cell_classes.png
The bar under the picture is 50 um long.
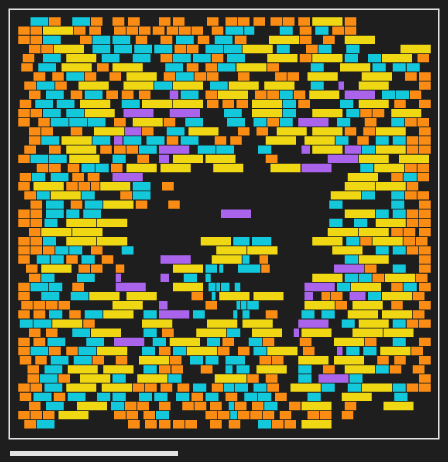
metal_stack.png
The bar under the picture is 50 um long. Only two layers are drawn.
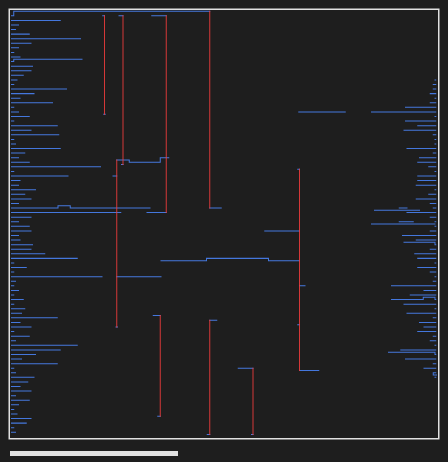
final_congestion.png
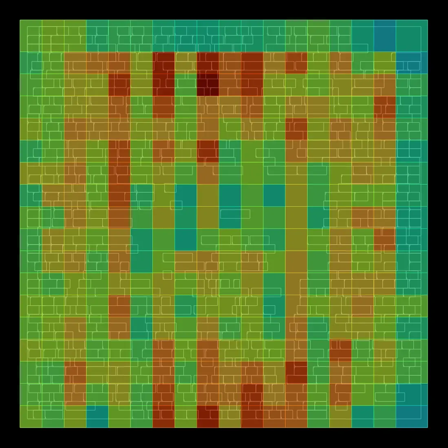
wire_density.png
The bar under the picture is 50 um long. 25 x 25 tiles, from black (low) to pale yellow (high), scaled to the fullest tile. Values are wire area over tile area, all layers added.
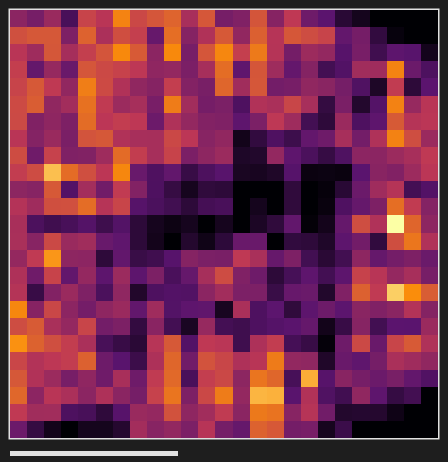
gate_families.png
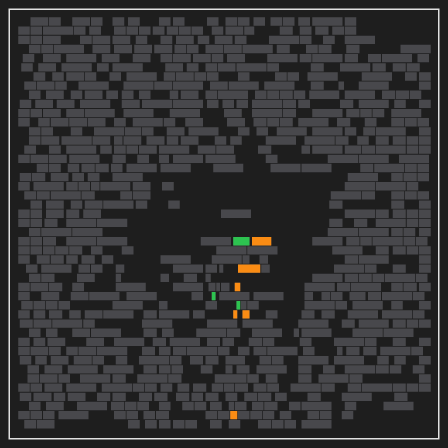
<file path="config.mk">
export PLATFORM = sky130hd
export DESIGN_NAME = dmem_arbiter
export DESIGN_NICKNAME = d
export VERILOG_FILES = /design/src/rtl/dmem_arb_pkg.sv /design/src/rtl/rr_arbiter2.sv /design/src/rtl/dmem_arbiter.sv
export SDC_FILE = /design/constraint.sdc
export NUM_CORES = 1
export LEC_CHECK = 0
export CORE_MARGIN = 2
export CORE_UTILIZATION = 41
export CTS_CLUSTER_SIZE = 10
export DETAILED_ROUTE_END_ITERATION = 6
export HOLD_SLACK_MARGIN = 0.05
export PLACE_DENSITY = 0.81
export SLEW_MARGIN = 15
export SYNTH_ARGS = -nofsm -noshare
export SYNTH_HDL_FRONTEND = slang
export SYNTH_SLANG_ARGS = --single-unit
</file>
<file path="constraint.sdc">
create_clock -name Clk -period 6.59 [get_ports Clk]
set_input_delay 1.318 -clock Clk [delete_from_list [all_inputs] [get_ports Clk]]
set_output_delay 1.318 -clock Clk [all_outputs]
set_load 0.01 [all_outputs]
</file>
<file path="src/rtl/dmem_arb_pkg.sv">
// Shared encodings for the DataMemory arbiter: FSM states and requester ids.
package dmem_arb_pkg;

  typedef enum logic [1:0] {
    IDLE   = 2'b00,
    ACCESS = 2'b01,
    RESP   = 2'b10
  } state_t;

  localparam logic REQ_CPU = 1'b0;
  localparam logic REQ_DMA = 1'b1;

endpackage

</file>
<file path="src/rtl/rr_arbiter2.sv">
// Combinational two-way round-robin pick between the CPU and DMA requesters.
module rr_arbiter2
  import dmem_arb_pkg::*;
(
  input  logic cpu_req,
  input  logic dma_req,
  input  logic last_grant,
  output logic grant_valid,
  output logic grant_id
);

  always_comb begin
    grant_valid = cpu_req | dma_req;
    // On contention the port that was not served last wins.
    if (cpu_req && dma_req) grant_id = ~last_grant;
    else if (dma_req)       grant_id = REQ_DMA;
    else                    grant_id = REQ_CPU;
  end

endmodule

</file>
<file path="src/rtl/dmem_arbiter.sv">
// Shares the single-port DataMemory between the CPU MEM stage and the DMA engine
// using a latch / access / respond sequence with round-robin arbitration.
module dmem_arbiter
  import dmem_arb_pkg::*;
#(
  parameter int ADDR_WIDTH = 32,
  parameter int DATA_WIDTH = 32
) (
  input  logic                  Clk,
  input  logic                  Reset,
  input  logic                  CpuReq,
  input  logic                  CpuWrite,
  input  logic [ADDR_WIDTH-1:0] CpuAddress,
  input  logic [DATA_WIDTH-1:0] CpuWriteData,
  output logic                  CpuAck,
  output logic [DATA_WIDTH-1:0] CpuReadData,
  output logic                  CpuStall,
  input  logic                  DmaReq,
  input  logic                  DmaWrite,
  input  logic [ADDR_WIDTH-1:0] DmaAddress,
  input  logic [DATA_WIDTH-1:0] DmaWriteData,
  output logic                  DmaAck,
  output logic [DATA_WIDTH-1:0] DmaReadData,
  output logic [ADDR_WIDTH-1:0] Address,
  output logic [DATA_WIDTH-1:0] WriteData,
  output logic                  MemWrite,
  output logic                  MemRead,
  input  logic [DATA_WIDTH-1:0] ReadData
);

  state_t                state;
  logic                  last_grant;
  logic                  owner;
  logic                  cmd_write;
  logic [ADDR_WIDTH-1:0] cmd_addr;
  logic [DATA_WIDTH-1:0] cmd_wdata;
  logic                  grant_valid;
  logic                  grant_id;

  rr_arbiter2 u_rr (
    .cpu_req     (CpuReq),
    .dma_req     (DmaReq),
    .last_grant  (last_grant),
    .grant_valid (grant_valid),
    .grant_id    (grant_id)
  );

  always_ff @(posedge Clk or posedge Reset) begin
    if (Reset) begin
      state       <= IDLE;
      last_grant  <= REQ_DMA;
      owner       <= REQ_CPU;
      cmd_write   <= 1'b0;
      cmd_addr    <= '0;
      cmd_wdata   <= '0;
      MemRead     <= 1'b0;
      MemWrite    <= 1'b0;
      CpuAck      <= 1'b0;
      DmaAck      <= 1'b0;
      CpuReadData <= '0;
      DmaReadData <= '0;
    end else begin
      case (state)
        IDLE: begin
          CpuAck <= 1'b0;
          DmaAck <= 1'b0;
          if (grant_valid) begin
            owner      <= grant_id;
            last_grant <= grant_id;
            if (grant_id == REQ_DMA) begin
              cmd_write <= DmaWrite;
              cmd_addr  <= DmaAddress;
              cmd_wdata <= DmaWriteData;
              MemRead   <= ~DmaWrite;
              MemWrite  <= DmaWrite;
            end else begin
              cmd_write <= CpuWrite;
              cmd_addr  <= CpuAddress;
              cmd_wdata <= CpuWriteData;
              MemRead   <= ~CpuWrite;
              MemWrite  <= CpuWrite;
            end
            state <= ACCESS;
          end
        end
        ACCESS: begin
          // The write commits and read data is captured on this same edge.
          MemRead  <= 1'b0;
          MemWrite <= 1'b0;
          if (!cmd_write) begin
            if (owner == REQ_DMA) DmaReadData <= ReadData;
            else                  CpuReadData <= ReadData;
          end
          CpuAck <= (owner == REQ_CPU);
          DmaAck <= (owner == REQ_DMA);
          state  <= RESP;
        end
        RESP: begin
          CpuAck <= 1'b0;
          DmaAck <= 1'b0;
          state  <= IDLE;
        end
        default: state <= IDLE;
      endcase
    end
  end

  assign Address   = cmd_addr;
  assign WriteData = cmd_wdata;
  assign CpuStall  = CpuReq & ~CpuAck;

endmodule

</file>
==> impl_report.txt <==
RUN METRICS
----------------------------------------------------
[Setup path]
  Sort of element at the start of the critical path ........................ input pin
  Crit path capture ........................ CpuStall
  Critical path data required time ........................ between 5 and 6 ns
  Cell type group with the largest total delay on the critical path ........................ buffers and inverters
  Origin of the critical flop-to-flop path ........................ state[0]
  Peak fanout along the critical path ........................ 4
  FF-to-FF setup slack ........................ 4.03 ns
  Data arrival, critical path ........................ 2.56 ns
  CP bufs+invs ........................ 2
  Ordered list of cells on the worst path ........................ clkdlybuf4s50_1 > nor2b_1 > clkdlybuf4s50_1
  Critical Path Start ........................ CpuReq
  Worst Path Class, Setup ........................ in2out
  Stages on the worst setup path ........................ 3
  Worst Reg2Reg Path Length in Cells ........................ 5
  Critical path's largest stage delay ........................ 0.55 ns
  Crit Reg-Reg Endpoint ........................ WriteData[12]
  Crit-path slowest cell ........................ clkdlybuf4s50_1
  Kind of end point of the critical path ........................ output pin
  Most common cell on crit path ........................ clkdlybuf4s50_1

[Pwr]
  Internal cell power ........................ around 3.2 mW
  Fraction of power spent switching nets ........................ 0.3037
  Clk pwr share ........................ 0.186
  Power density of the placed cells ........................ 466.7 nW/um^2
  Leakage power figure ........................ about 4.3 nW
  Reported net switching power ........................ roughly 1.4 mW
  Combinational share of power ........................ 0.481
  Relative contribution of sequential cells to total power ........................ 0.333
  Peak ir drop on the vdd network ........................ 0.1782 mV

[Final layout]
  Share of final-layout standard cells stronger than drive strength 1 ........................ 0.3411
  Final Cell Area ........................ approximately 9900 um^2
  Non-Filler Instances ........................ roughly 880
  Layout Utilization ........................ 0.6585
  Antenna diodes ........................ 0
  Area delta synth->final ........................ 59.10%
  Nets ........................ 843

[Logic synthesis]
  Synth Seq Share ........................ 0.5512
  Mean cell area of the mapped netlist ........................ 16.59 um^2
  Async S/R FF share, synth ........................ 1.000
  Synth Flop Type ........................ dfrtp_1
  Library cells used by synthesis ........................ 24
  Post-synth regs ........................ between 100 and 150
  Flip-flops with a built-in enable ........................ 0
  Chip area estimate from yosys synthesis ........................ ~6200 um^2
  Synthesized area ........................ 6222 um^2
  Net count entering floorplan ........................ between 500 and 600
  Yosys warns ........................ 0
  Cells after Synth ........................ 375
  Count of instantiated cells in the yosys netlist ........................ between 300 and 400

[Global route]
  Number of global-route vias before repair ........................ 4667
  Number of antenna violations at the first check in global routing ........................ 0
  Global route overflow ........................ 0
  Pin count of the biggest net entering global routing ........................ 81
  First-pass GRT wire length ........................ 24770 um

[STA]
  Count of endpoints failing hold in the final timing report ........................ 0
  Final count of pins violating max slew ........................ 0
  Crit path time final ........................ 3.875 ns
  Cycle use final ........................ 0.5881
  Fin Setup TNS ........................ 0 ns
  Setup repair after global routing missed its margin ........................ no
  Peak Freq ........................ 258.0 MHz
  Final worst clock skew ........................ 0.007438 ns
  Slew at the pin closest to its max-slew limit ........................ between 0.8 and 0.9 ns
  Final setup viols ........................ 0
  Relative slew slack ........................ 0.4248

[Placement]
  Total placed cells including tap cells ........................ between 800 and 900
  Last weighted congestion value of the routability-driven placer ........................ 0.7412
  Quantity of I/O buffers inserted on ports ........................ 298
  DPL Wire Length ........................ 11820 um
  Placed cell area ........................ around 9400 um^2

[Clock tree]
  Clock H-tree levels ........................ 4
  Clock tree root buffer cell ........................ clkbuf_16
  Post-cts gate resize count ........................ 0
  Number of hold buffers added after CTS ........................ 0
  Clock input transition at the sequential cells of the worst setup and hold paths ........................ 0.05 ns
  Number of CTS-inserted buffers ........................ 17
  Post-CTS setup buffer count ........................ 0
  Clock tree from TritonCTS ........................ built
  Maximum count of clock buffers along a single path ........................ 2
  Total clock sinks ........................ 137
  Clock Latency Late Sink ........................ roughly 0.41 ns

[Die]
  Floorplan Utilization ........................ 0.4139
  Die Span X ........................ between 100 and 150 um
  Number of rows created at floorplan ........................ 45
  I/O Pins ........................ 299
  DIE HEIGHT ........................ roughly 130 um
  Area of the die ........................ 16180 um^2
  CORE AREA ........................ 15030 um^2

[Detailed routing]
  1st-pass router iterations ........................ 4
  Routed vias/inst ........................ roughly 4.8
  Post-DRT Antenna Nets ........................ 0
  Routed wire length ........................ between 15000 and 20000 um
  Overall via count from detail_route ........................ 4216
  Iteration-0 DRC count of the detailed router ........................ 104
  Post-route DRC violation count ........................ 0

[Job]
  Number of warnings in the stage logs ........................ 26
  MaxCap Viol Count ........................ 0

[Worst hold path]
  Type of the most critical hold path ........................ reg2reg

[Status]
  Status ........................ finished, final reports clean

----------------------------------------------------
Notes on cell_classes.png above:
[all other logic] cyan | cells: 218
[other buffers and delay cells] orange | cells: 303
[flip-flops] yellow | cells: 137
[clock drivers and dummy loads] purple | cells: 31

Notes on metal_stack.png above:
[met3] blue | wire length: 1100 um
[met4] red | wire length: 384 um

Notes on final_congestion.png above:
average detailed-routed wire length per instance: 17.95 um
All-Layer GR Usage: 0.1991

Notes on wire_density.png above:
tiles over half the peak: 23%
fullest tile: 0.44
emptiest ninth of the die: middle

Notes on gate_families.png above:
[NOR gates] orange | cells: 6
[NAND gates] green | cells: 3

[metrics by stage]
stage / worst slack (ns) / hold WS [ns] / power [mW]
4_1_cts: 2.707 / 0.4884 / 4.672
3_3_place_gp: 2.712 / 0.4697 / 3.728
5_1_grt: 2.690 / 0.5241 / 4.867
3_5_place_dp: 2.665 / 0.4760 / 3.794
2_1_floorplan: 1.606 / 0.5046 / 2.640
6_report: 2.715 / 0.4858 / 4.620
[area by class of cell]
class	instances	area [um^2]
clock buffers	20	466.7
clock inverters	11	73.82
fillers	1094	5134
inverters	4	21.27
multi-input cells	214	2653
flip-flops and latches	137	3430
well taps	188	235.2
repair buffers	303	3020
[metal layers]
layer / track usage / up-vias / share of wire
met1: 0.2276 / 2057 / 0.39
met4: 0.08209 / 0 / 0.024
met2: 0.3488 / 191 / 0.52
met3: 0.05988 / 24 / 0.070
li1: - / 1944 / -
met5: 0 / - / 0
[cell usage after synthesis, types with 2 or more instances]
cell,n,area (um^2)
mux2i_1,4,40.04
nor2b_1,2,12.51
and2_1,2,12.51
buf_6,5,56.30
dfrtp_1,136,3403
buf_2,10,50.05
nand2_1,2,7.510
mux2_4,80,1201
inv_1,4,15.01
mux2_2,111,1250
buf_4,5,37.54
mux2_1,2,22.52
[cell families (layout without fill, tap and decap cells)]
kind of cell           after synthesis  in the layout  share of synthesized area
multiplexers                       197            197                     0.4040
flip-flops                         137            137                     0.5512
buffers and inverters               24            338                    0.02554
AND/OR/NAND/NOR                     11             11                    0.01247
AND-OR/OR-AND                        6              6                   0.006837
[layout by cell type (no fill, tap or decap), types with 2 or more instances in the layout]
| cell | instances |
|---|---|
| and2_1 | 2 |
| clkbuf_16 | 17 |
| clkinv_2 | 5 |
| clkinvlp_4 | 6 |
| clkbuf_8 | 3 |
| inv_1 | 2 |
| clkdlybuf4s50_1 | 298 |
| nand2_1 | 2 |
| mux2_2 | 111 |
| buf_4 | 5 |
| inv_6 | 2 |
| dfrtp_1 | 136 |
| mux2_1 | 2 |
| mux2_4 | 80 |
| nor2b_1 | 2 |
| mux2i_1 | 4 |
[registers in the layout, indices dropped and copies added, names as in the netlist]
signal	count
CpuAck	1
Address	32
DmaAck	1
last_grant	1
state	2
cmd_write	1
MemWrite	1
DmaReadData	32
owner	1
MemRead	1
CpuReadData	32
WriteData	32
[how the worst min path moves through the flow]
stage,to,startpoint,depth (start not counted),slack [ns]
5_1_grt,Address[24],Address[24],1,0.52
3_5_place_dp,CpuReadData[21],CpuReadData[21],1,0.48
4_1_cts,CpuReadData[21],CpuReadData[21],1,0.49
2_1_floorplan,last_grant,last_grant,2,0.50
3_3_place_gp,CpuReadData[21],CpuReadData[21],1,0.47
6_report,CpuReadData[21],CpuReadData[21],1,0.49
[power groups by stage]
stage	logic (mW)	registers [mW]	clock network, mW
2_1_floorplan	0.938	1.70	0
3_3_place_gp	2.20	1.53	0
3_5_place_dp	2.25	1.54	0
4_1_cts	2.26	1.54	0.873
5_1_grt	2.35	1.59	0.918
6_report	2.22	1.54	0.858
[worst reg2reg max path, cell delays in order (launching register included)]
cell,delay (ns)
dfrtp_1,0.44
nor2_1,0.27
o21ai_2,0.17
clkinv_2,0.63
buf_4,0.52
mux2_2,0.42
Power figures rest on the tool's default switching activity, not on a simulated workload.
